$ cat src/rtl/ucaspian_step_ctrl.sv
// -----------------------------------------------------------------------------
// ucaspian_step_ctrl
//
// Timestep sequencer for the uCaspian core.
// - RUN: issues one next_step pulse per timestep. After each pulse it waits
//   SETTLE_CYCLES cycles, then waits for every datapath unit to report
//   step_done. This repeats until the requested number of steps is done.
// - CLEAR_ACT / CLEAR_CONFIG: holds the matching clear level until every unit
//   reports clear_done.
// - run_done pulses once when a RUN or a clear completes.
//
// Optional feature: define UCASPIAN_STEP_TIMEOUT_EN to add a watchdog on the
// WAIT and CLEAR states. It sets the sticky timeout flag after TIMEOUT_CYCLES
// cycles. Without the macro, timeout is tied low and the FSM waits
// indefinitely.
//
// Ports:
//   clk, reset          clock, synchronous active-high reset
//   cmd_op[1:0]         0=NOP 1=RUN 2=CLEAR_ACT 3=CLEAR_CONFIG
//   cmd_steps[15:0]     timesteps to run for RUN
//   cmd_vld / cmd_rdy   command handshake; cmd_rdy is high only in IDLE
//   done_step[N-1:0]    per-unit step_done
//   done_clear[N-1:0]   per-unit clear_done
//   next_step           one-cycle timestep advance pulse
//   clear_act           level, held until the activity clear completes
//   clear_config        level, held until the config clear completes
//   step_count[15:0]    steps completed in the current/last RUN
//   busy                registered "FSM not IDLE"
//   run_done            one-cycle completion pulse
//   timeout             sticky watchdog flag
// -----------------------------------------------------------------------------
module ucaspian_step_ctrl #(
   parameter int NUM_UNITS      = 3,
   parameter int SETTLE_CYCLES  = 2,
   parameter int TIMEOUT_CYCLES = 4096
) (
   input  logic                 clk,
   input  logic                 reset,
   input  logic [1:0]           cmd_op,
   input  logic [15:0]          cmd_steps,
   input  logic                 cmd_vld,
   output logic                 cmd_rdy,
   input  logic [NUM_UNITS-1:0] done_step,
   input  logic [NUM_UNITS-1:0] done_clear,
   output logic                 next_step,
   output logic                 clear_act,
   output logic                 clear_config,
   output logic [15:0]          step_count,
   output logic                 busy,
   output logic                 run_done,
   output logic                 timeout
);

   typedef enum logic [2:0] {S_IDLE, S_STEP, S_SETTLE, S_WAIT, S_CLEAR} state_t;

   localparam logic [1:0] OP_NOP     = 2'd0;
   localparam logic [1:0] OP_RUN     = 2'd1;
   localparam logic [1:0] OP_CLR_ACT = 2'd2;
   localparam logic [1:0] OP_CLR_CFG = 2'd3;

   // The settle counter must be able to hold SETTLE_CYCLES itself, even when
   // SETTLE_CYCLES is 0.
   localparam int             SW         = $clog2(SETTLE_CYCLES + 2);
   localparam logic [SW-1:0]  SETTLE_MAX = SW'(SETTLE_CYCLES);

   // Reject nonsensical parameter values at elaboration time.
   if (NUM_UNITS < 1 || TIMEOUT_CYCLES < 1) begin : g_bad_params
      $error("ucaspian_step_ctrl: NUM_UNITS and TIMEOUT_CYCLES must be >= 1");
   end

   state_t          state_q, state_d;
   logic [15:0]     target_q, target_d;
   logic [15:0]     step_count_q, step_count_d;
   logic [SW-1:0]   settle_q, settle_d;
   logic            next_step_q, next_step_d;
   logic            clear_act_q, clear_act_d;
   logic            clear_config_q, clear_config_d;
   logic            busy_q, busy_d;
   logic            run_done_q, run_done_d;
   logic            clear_ok;

`ifdef UCASPIAN_STEP_TIMEOUT_EN
   localparam int             TW      = $clog2(TIMEOUT_CYCLES + 1);
   localparam logic [TW-1:0]  TO_LAST = TW'(TIMEOUT_CYCLES - 1);
   logic [TW-1:0]   wd_q, wd_d;
   logic            timeout_q, timeout_d;
`endif

   // NOTE: every variable gets its default before the case statement. Any
   // path that left one unassigned would infer a latch.
   always_comb begin
      state_d        = state_q;
      target_d       = target_q;
      step_count_d   = step_count_q;
      settle_d       = settle_q;
      clear_act_d    = clear_act_q;
      clear_config_d = clear_config_q;
      run_done_d     = 1'b0;
      clear_ok       = 1'b0;
`ifdef UCASPIAN_STEP_TIMEOUT_EN
      wd_d           = wd_q;
      timeout_d      = timeout_q;
`endif

      case (state_q)
         S_IDLE: begin
            if (cmd_vld) begin
`ifdef UCASPIAN_STEP_TIMEOUT_EN
               if (cmd_op != OP_NOP) timeout_d = 1'b0;
`endif
               settle_d = '0;
`ifdef UCASPIAN_STEP_TIMEOUT_EN
               wd_d     = '0;
`endif
               case (cmd_op)
                  OP_RUN: begin
                     target_d     = cmd_steps;
                     step_count_d = 16'd0;
                     // A zero-step RUN completes immediately without stepping.
                     if (cmd_steps == 16'd0) run_done_d = 1'b1;
                     else                    state_d    = S_STEP;
                  end
                  OP_CLR_ACT: begin
                     state_d     = S_CLEAR;
                     clear_act_d = 1'b1;
                  end
                  OP_CLR_CFG: begin
                     state_d        = S_CLEAR;
                     clear_config_d = 1'b1;
                  end
                  default: ;
               endcase
            end
         end

         S_STEP: begin
            settle_d = '0;
`ifdef UCASPIAN_STEP_TIMEOUT_EN
            wd_d     = '0;
`endif
            state_d  = (SETTLE_CYCLES == 0) ? S_WAIT : S_SETTLE;
         end

         // Units register their done outputs, so for the first few cycles
         // after a step those outputs still reflect the previous step.
         S_SETTLE: begin
            settle_d = settle_q + 1'b1;
            if (settle_d == SETTLE_MAX) state_d = S_WAIT;
         end

         S_WAIT: begin
            if (&done_step) begin
               // target <= 65535 and count < target here, so this cannot wrap.
               step_count_d = step_count_q + 16'd1;
               if (step_count_d == target_q) begin
                  state_d    = S_IDLE;
                  run_done_d = 1'b1;
               end else begin
                  state_d = S_STEP;
               end
            end
`ifdef UCASPIAN_STEP_TIMEOUT_EN
            else if (wd_q == TO_LAST) begin
               timeout_d = 1'b1;
               state_d   = S_IDLE;
            end else begin
               wd_d = wd_q + 1'b1;
            end
`endif
         end

         S_CLEAR: begin
            if (settle_q != SETTLE_MAX) settle_d = settle_q + 1'b1;
            clear_ok = (settle_q == SETTLE_MAX) && (&done_clear);
            if (clear_ok) begin
               clear_act_d    = 1'b0;
               clear_config_d = 1'b0;
               run_done_d     = 1'b1;
               state_d        = S_IDLE;
            end
`ifdef UCASPIAN_STEP_TIMEOUT_EN
            else if (wd_q == TO_LAST) begin
               clear_act_d    = 1'b0;
               clear_config_d = 1'b0;
               timeout_d      = 1'b1;
               state_d        = S_IDLE;
            end else begin
               wd_d = wd_q + 1'b1;
            end
`endif
         end

         default: state_d = S_IDLE;
      endcase

      // next_step and busy are registered copies of the next-state decode.
      // Both therefore line up exactly with state_q.
      next_step_d = (state_d == S_STEP);
      busy_d      = (state_d != S_IDLE);
   end

   // NOTE: state updates use non-blocking assignments, so every flop samples
   // values from before the edge regardless of statement order.
   always_ff @(posedge clk) begin
      if (reset) begin
         state_q        <= S_IDLE;
         target_q       <= 16'd0;
         step_count_q   <= 16'd0;
         settle_q       <= '0;
         next_step_q    <= 1'b0;
         clear_act_q    <= 1'b0;
         clear_config_q <= 1'b0;
         busy_q         <= 1'b0;
         run_done_q     <= 1'b0;
      end else begin
         state_q        <= state_d;
         target_q       <= target_d;
         step_count_q   <= step_count_d;
         settle_q       <= settle_d;
         next_step_q    <= next_step_d;
         clear_act_q    <= clear_act_d;
         clear_config_q <= clear_config_d;
         busy_q         <= busy_d;
         run_done_q     <= run_done_d;
      end
   end

`ifdef UCASPIAN_STEP_TIMEOUT_EN
   always_ff @(posedge clk) begin
      if (reset) begin
         wd_q      <= '0;
         timeout_q <= 1'b0;
      end else begin
         wd_q      <= wd_d;
         timeout_q <= timeout_d;
      end
   end
   assign timeout = timeout_q;
`else
   assign timeout = 1'b0;
`endif

   assign cmd_rdy      = (state_q == S_IDLE);
   assign next_step    = next_step_q;
   assign clear_act    = clear_act_q;
   assign clear_config = clear_config_q;
   assign step_count   = step_count_q;
   assign busy         = busy_q;
   assign run_done     = run_done_q;

endmodule

$ cat config.mk
export PLATFORM = sky130hd
export DESIGN_NAME = ucaspian_step_ctrl
export DESIGN_NICKNAME = d
export VERILOG_FILES = /design/src/rtl/ucaspian_step_ctrl.sv
export SDC_FILE = /design/constraint.sdc
export NUM_CORES = 1
export LEC_CHECK = 0
export ABC_CLOCK_PERIOD_IN_PS = 4800
export CAP_MARGIN = 30
export CORE_ASPECT_RATIO = 1.4
export CORE_MARGIN = 2
export CORE_UTILIZATION = 55
export DETAILED_ROUTE_END_ITERATION = 7
export GPL_TIMING_DRIVEN = 0
export HOLD_SLACK_MARGIN = 0.08
export PLACE_DENSITY = 0.84
export SLEW_MARGIN = 15
export SYNTH_ARGS = -nofsm -noshare
export SYNTH_HDL_FRONTEND = slang
export SYNTH_SLANG_ARGS = --single-unit
$ cat constraint.sdc
create_clock -name clk -period 4.8 [get_ports clk]
set_input_delay 0.96 -clock clk [delete_from_list [all_inputs] [get_ports clk]]
set_output_delay 0.96 -clock clk [all_outputs]
set_load 0.005 [all_outputs]
==> flow_metrics.py, run 1 <==
# Metrics from the implementation run
metrics = {
    "logic_synthesis": {
        "ys_seq_share": 0.344,
        "common_cells": "nand2_1, a21oi_1, dfxtp_1, nor2_1",
        "synthCells": 324,
        "syn_area_per_cell_um2": 7.54,
        "synthFlopType": "dfxtp_1",
        "ys_cells": 324,
        "syn_area_mm2": 0.00244,
        "synth-async-reset-ratio": 0,
        "fp_nets": 354,
        "ys_area_mm2": 0.00244,
    },
    "pwr": {
        "powerDensity_mw_per_mm2": 231,
        "p_total_mw": 0.713,
        "pwr-share-seq": 0.511,
        "comb_power_share": 0.136,
        "swShare": 0.279,
        "p_sw_mw": 0.199,
    },
    "clocking": {
        "cts-root-buf": "clkbuf_8",
        "clock_latency_ns": 0.31,
        "hold_buffers": 0,
        "htreeDepth": 2,
        "post_cts_buffers": 0,
        "clock-sinks": 42,
    },
    "run_status": {
        "status": "complete, no violations",
    },
    "global_routing": {
        "grt_pass1_vias": 2450,
        "grt_max_degree": 17,
    },
    "timing": {
        "fmax_ghz": 0.353,
        "period_used_share": 0.590,
        "fin_skew_ns": 0.00806,
        "finalSetupViolations": 0,
        "slew_violations": 0,
        "hold_viol": 0,
    },
    "setup_path": {
        "cp_max_fo": 10,
        "cp-end-kind": "output pin",
        "critical_path_arrival_ns": 1.87,
        "startpoint_type": "flip-flop",
    },
    "place": {
        "gp_congestion": 0.932,
    },
    "die": {
        "fp_util": 0.576,
        "core_area_mm2": 0.00424,
        "fp.dieH_um": 82.9,
    },
    "final_layout": {
        "fin_nets": 408,
    },
    "flow_run": {
        "tool_warnings": 27,
    },
    "routing": {
        "vias": 2617,
    },
}
[run 1: registers in the layout (all words and copies together), names as in the netlist]
name	flops
step_count	16
target_q	16
state_q	3
settle_q	2
busy	1
clear_act	1
clear_config	1
next_step	1
run_done	1
[run 1: kinds of logic after synthesis]
family                     share of synthesized area
other                                        0.00153
DFF                                            0.344
and+or+nand+nor                                0.290
AOI/OAI and AO/OA                              0.208
muxes                                         0.0123
xor gates and xnor gates                      0.0789
adders and majority gates                     0.0154
buffers and inverters                         0.0497
[run 1: through the flow]
step           hold WS (ns)  utilization  area (um^2)  worst slack, ns  instances
3_3_place_gp          0.455        0.705         2990             1.82        431
6_report              0.472        0.728         3080             1.97        439
3_5_place_dp          0.461        0.705         2990             1.76        431
5_1_grt               0.501        0.728         3080             1.85        439
2_1_floorplan         0.448            -         2440             2.53        324
4_1_cts               0.474        0.728         3080             2.02        439
[run 1: cell type report]
| cell class | count | area, um^2 |
|---|---|---|
| tap | 60 | 75.1 |
| sequential | 42 | 841 |
| clock inverter | 3 | 26.3 |
| fill | 357 | 1150 |
| multi-input combinational | 253 | 1480 |
| inverter | 5 | 18.8 |
| clock buffer | 5 | 68.8 |
| timing repair buffer | 47 | 470 |
| buffer | 24 | 103 |
[run 1: cells in the final DEF, fill, tap and decap left out, types with 8 or more instances in the layout]
| master | instances |
|---|---|
| nor2_1 | 20 |
| nand4_1 | 9 |
| nor4_1 | 8 |
| dfxtp_1 | 42 |
| xor2_1 | 10 |
| a21oi_1 | 43 |
| clkdlybuf4s50_1 | 47 |
| xnor2_1 | 12 |
| nor3_1 | 9 |
| o21ai_0 | 14 |
| nand2_1 | 52 |
| clkbuf_1 | 14 |
[run 1: worst paths after layout]
kind                 start           to  slack [ns]  depth (start not counted)
max             state_q[2]      cmd_rdy        1.97                          3
min            target_q[4]  target_q[4]        0.47                          2
min reg2reg    target_q[4]  target_q[4]        0.47                          2
max reg2reg  step_count[0]    next_step        1.99                          8
[run 1: routing by layer]
layer | up-vias | wire, um | GRT usage
li1 | 1262 | - | -
met1 | 1216 | 2560 | 0.324
met2 | 114 | 3380 | 0.468
met3 | 25 | 406 | 0.0561
met4 | 0 | 293 | 0.166
met5 | - | 0 | 0
[run 1: critical path, cell delays in order (launching register included)]
cell and delay, ns:
dfxtp_1 0.33, clkbuf_1 0.24, nor3_1 0.43, clkdlybuf4s50_1 0.58
[run 1: power by group through the flow]
stage | sequential [mW] | combinational [mW] | clock [mW]
floorplan | 0.371 | 0.0502 | 0
global placement | 0.372 | 0.0931 | 0
detailed placement | 0.372 | 0.0956 | 0
CTS | 0.364 | 0.0961 | 0.254
global route | 0.365 | 0.106 | 0.271
finish | 0.364 | 0.0968 | 0.252
Run 1, wiring by layer:
(4 px per um)
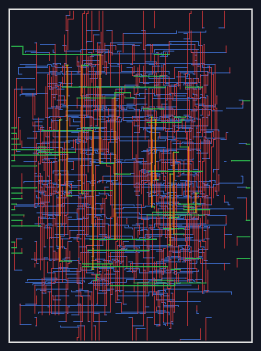
legend:
  met1:
    colour: blue
    wire_length: 2560 um
  met3:
    colour: green
    wire_length: 407 um
  met2:
    colour: red
    wire_length: 3380 um
  met4:
    colour: orange
    wire_length: 294 um
All-Layer GR Usage: 0.284
wire per inst: 15.1 um
drt total wl: 6.64 mm

Run 1, sequential cells grouped by signal name:
(3 px per um) Other sequential cells in the stronger grey, the rest of the logic in the fainter grey.
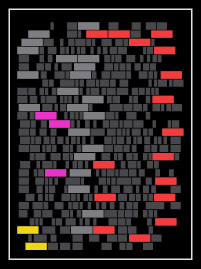
legend:
  state_q:
    colour: magenta
    sequential_cells: 3
  step_count:
    colour: red
    sequential_cells: 16
  settle_q:
    colour: yellow
    sequential_cells: 2
not coloured: 21

Run 1, logic cells by family:
(4 px per um)
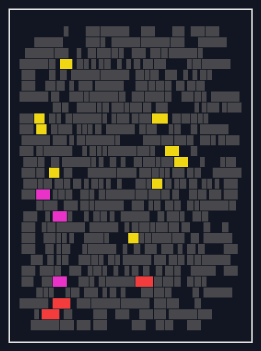
legend:
  adder and majority cells:
    colour: red
    cells: 3
  multiplexers:
    colour: magenta
    cells: 3
  AND-OR and OR-AND gates:
    colour: yellow
    cells: 9

Run 1, clock wiring as the flow saved it:
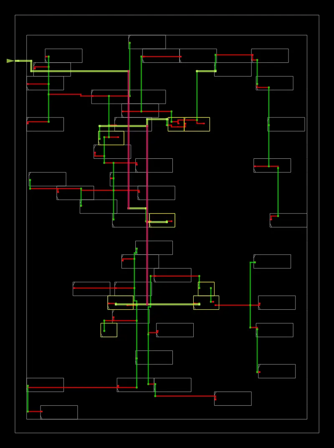

--- run 2 (diff from run 1) ---
--- a/config.mk
+++ b/config.mk
@@ -5,15 +5,15 @@
 export SDC_FILE = /design/constraint.sdc
 export NUM_CORES = 1
 export LEC_CHECK = 0
-export ABC_CLOCK_PERIOD_IN_PS = 4800
+export ABC_CLOCK_PERIOD_IN_PS = 2700
 export CAP_MARGIN = 30
 export CORE_ASPECT_RATIO = 1.4
 export CORE_MARGIN = 2
-export CORE_UTILIZATION = 55
+export CORE_UTILIZATION = 51
 export DETAILED_ROUTE_END_ITERATION = 7
 export GPL_TIMING_DRIVEN = 0
 export HOLD_SLACK_MARGIN = 0.08
-export PLACE_DENSITY = 0.84
+export PLACE_DENSITY = 0.78
 export SLEW_MARGIN = 15
 export SYNTH_ARGS = -nofsm -noshare
 export SYNTH_HDL_FRONTEND = slang
==> constraint.sdc (replaced) <==
create_clock -name clk -period 2.7 [get_ports clk]
set_input_delay 0.54 -clock clk [delete_from_list [all_inputs] [get_ports clk]]
set_output_delay 0.54 -clock clk [all_outputs]
set_load 0.005 [all_outputs]
Run 2, clock wiring as the flow saved it:
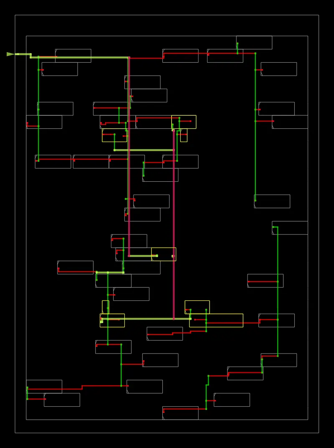
worst skew pair latency: 0.30 ns
Inserted Clock Buffers: 5
flip-flop and latch count: 42
Clock buffer cells: 7
P_clk: 0.498 mW

==> flow_metrics.py, run 2 <==
# Metrics from the implementation run
metrics = {
    "run_status": {
        "status": "complete, no violations",
    },
    "routing": {
        "wl_per_cell_um": 15.4,
        "drt-total-wl_mm": 6.77,
    },
    "clocking": {
        "cts-root-buf": "clkbuf_8",
        "clock-sinks": 42,
        "hold_buffers": 0,
    },
    "pwr": {
        "comb_power_share": 0.131,
        "p_sw_mw": 0.320,
        "powerDensity_mw_per_mm2": 422,
    },
    "die": {
        "core_area_mm2": 0.00457,
        "fp.dieH_um": 85.9,
        "fp_util": 0.534,
    },
    "timing": {
        "finalSetupViolations": 0,
        "setup_slack_ns": 0.269,
        "hold_slack_ns": 0.476,
        "fin_skew_ns": 0.00728,
        "slew_violations": 0,
        "hold_viol": 0,
    },
    "final_layout": {
        "utilization": 0.684,
        "fin_nets": 408,
        "lay_top_count": "nand2_1",
        "final_cells": 441,
        "fillCellCount": 433,
    },
    "global_routing": {
        "grt_max_degree": 13,
    },
    "setup_path": {
        "path_buffers": 1,
        "slowest_stage": "dfxtp_1",
        "crit_chain": "ha_4 > nand3_4 > or3_1 > buf_2 > a221oi_1 > o2111ai_1 > nor4_4 > o22ai_1",
        "slowest_delay_ns": 0.46,
        "reg2reg_setup_slack_ns": 0.27,
        "path_delay_family": "simple AND/OR/NAND/NOR gates",
        "critical_path_arrival_ns": 2.60,
    },
    "logic_synthesis": {
        "synthCells": 324,
        "syn_area_mm2": 0.00244,
        "ys_cells": 324,
        "ys_seq_share": 0.344,
        "ys_area_mm2": 0.00244,
        "syn_area_per_cell_um2": 7.54,
    },
    "flow_run": {
        "tool_warnings": 27,
    },
    "place": {
        "placed_area_mm2": 0.00299,
    },
}
## run 2: cell counts after synthesis
Identical to the previous run, type by type.
## run 2: timing repair
action,in CTS,in global routing
gates resized,0,5
buffers inserted,0,0
endpoints found under the setup margin,0,4
## run 2: power by group through the flow
stage / clock, mW / combinational, mW / sequential (mW)
3_5_place_dp: 0 / 0.170 / 0.662
4_1_cts: 0.503 / 0.171 / 0.647
2_1_floorplan: 0 / 0.0892 / 0.660
5_1_grt: 0.532 / 0.190 / 0.649
3_3_place_gp: 0 / 0.167 / 0.661
6_report: 0.498 / 0.173 / 0.647
## run 2: layer usage
layer,global-route usage,share of wire
met2,0.470,0.50
met4,0.156,0.039
met3,0.0407,0.054
met5,0,0
met1,0.293,0.40
## run 2: final cells by class
type / count / area (um^2) / share of cell area
Buffer: 24 / 103 / 0.0328
Clock buffer: 7 / 76.3 / 0.0244
Clock inverter: 1 / 30.0 / 0.00961
Inverter: 5 / 18.8 / 0.00600
Multi-Input combinational cell: 253 / 1510 / 0.482
Sequential cell: 42 / 842 / 0.269
Tap cell: 62 / 77.6 / 0.0248
Timing Repair Buffer: 47 / 470 / 0.151
## run 2: final timing paths
| path | startpoint | endpoint | depth (start not counted) |
|---|---|---|---|
| worst max register to register | step_count[1] | next_step | 8 |
| worst min register to register | clear_act | clear_act | 1 |
| worst min-delay path | clear_act | clear_act | 1 |
| worst max-delay path | step_count[1] | next_step | 8 |
## run 2: logic make-up after synthesis
logic type                 count (synthesis)  synth area share
buffers and inverters                     29            0.0497
adders and majority gates                  3            0.0154
DFF                                       42             0.344
muxes                                      3            0.0123
AOI/OAI and AO/OA                         85             0.208
other                                      1           0.00153
and+or+nand+nor                          139             0.290
xor gates and xnor gates                  22            0.0789
--- run 3 (diff from run 2) ---
--- a/config.mk
+++ b/config.mk
@@ -10,6 +10,7 @@
 export CORE_ASPECT_RATIO = 1.4
 export CORE_MARGIN = 2
 export CORE_UTILIZATION = 51
+export CTS_CLUSTER_SIZE = 40
 export DETAILED_ROUTE_END_ITERATION = 7
 export GPL_TIMING_DRIVEN = 0
 export HOLD_SLACK_MARGIN = 0.08
Run 3, sequential cells grouped by signal name:
(3 px per um) Other sequential cells in the stronger grey, the rest of the logic in the fainter grey.
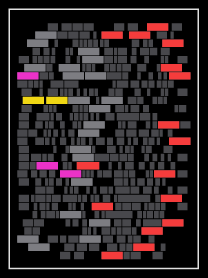
legend:
  settle_q:
    colour: yellow
    sequential_cells: 2
  state_q:
    colour: magenta
    sequential_cells: 3
  step_count:
    colour: red
    sequential_cells: 16
not coloured: 21
flop share of the area: 0.269
post-layout util: 0.684
Flop+latch power: 0.647 mW

==> flow_metrics.py, run 3 <==
# Metrics from the implementation run
metrics = {
    "global_routing": {
        "track_usage": 0.263,
    },
    "timing": {
        "slew_violations": 0,
        "setup_slack_ns": 0.269,
        "hold_slack_ns": 0.476,
    },
    "setup_path": {
        "slowest_stage": "dfxtp_1",
        "crit_chain": "ha_4 > nand3_4 > or3_1 > buf_2 > a221oi_1 > o2111ai_1 > nor4_4 > o22ai_1",
        "startpoint_type": "flip-flop",
        "r2r-start": "step_count[1]",
        "cp_max_fo": 7,
        "cp-end-kind": "flip-flop",
    },
    "logic_synthesis": {
        "synthCells": 324,
        "synth-async-reset-ratio": 0,
        "common_cells": "nand2_1, a21oi_1, dfxtp_1, nor2_1",
        "fp_nets": 354,
        "ys_seq_share": 0.344,
    },
    "run_status": {
        "status": "complete, no violations",
    },
    "final_layout": {
        "fin_nets": 408,
        "lay_top_cells": "nand2_1, clkdlybuf4s50_1, a21oi_1, dfxtp_1, nor2_1",
    },
    "routing": {
        "wl_per_cell_um": 15.4,
        "drt-total-wl_mm": 6.77,
    },
    "place": {
        "gp_congestion": 0.916,
        "placedCellCount": 433,
    },
}
run 3: worst max-delay path, delay by kind of cell (launching register included):
family / cells / cell delay [ns]
AND/OR/NAND/NOR: 3 / 0.88
flip-flops: 1 / 0.46
adder cells (fa/ha/maj): 1 / 0.22
AND-OR/OR-AND: 3 / 0.58
buffers and inverters: 1 / 0.16
run 3: per-stage QoR:
| stage | power [mW] | area [um^2] | utilization |
|---|---|---|---|
| floorplan | 0.749 | 2440 | - |
| global route | 1.37 | 3130 | 0.684 |
| global placement | 0.828 | 2990 | 0.654 |
| detailed placement | 0.832 | 2990 | 0.654 |
| CTS | 1.32 | 3100 | 0.678 |
| finish | 1.32 | 3130 | 0.684 |
run 3: worst max path at each step:
| stage | endpoint | slack [ns] | startpoint |
|---|---|---|---|
| 6_report | next_step | 0.27 | step_count[1] |
| 5_1_grt | state_q[0] | 0.05 | step_count[1] |
| 4_1_cts | next_step | 0.02 | step_count[0] |
| 3_5_place_dp | next_step | 0.03 | step_count[0] |
| 3_3_place_gp | busy | 0.06 | step_count[0] |
| 2_1_floorplan | next_step | 0.43 | step_count[0] |
run 3: power by group:
group	internal, mW	total, mW	switching [mW]
logic	0.0856	0.173	0.0871
registers	0.636	0.647	0.0116
clock network	0.277	0.498	0.221
run 3: logic make-up after synthesis:
group | share of synthesized area
simple gates | 0.290
compound gates | 0.208
flops | 0.344
buf+inv | 0.0497
xor+xnor | 0.0789
fa+ha+maj | 0.0154
mux | 0.0123
other cells | 0.00153
run 3: metal layers:
layer	routed length (um)	track usage	up-vias
met5	0	0	-
met4	261	0.156	0
met3	367	0.0407	22
met2	3420	0.470	93
met1	2730	0.293	1185
li1	-	-	1259
run 3: timing repair:
action                                  in CTS  in global routing
setup buffers                                0                  0
endpoints found under the setup margin       0                  4
gates resized                                0                  5
run 3: final cells by class:
class,instances,area [um^2]
Buffer,24,103
Clock buffer,7,76.3
Clock inverter,1,30.0
Fill cell,433,1450
Inverter,5,18.8
Multi-Input combinational cell,253,1510
Sequential cell,42,842
Tap cell,62,77.6
Timing Repair Buffer,47,470
No activity file was given, so power comes from the tool's default toggle rates.
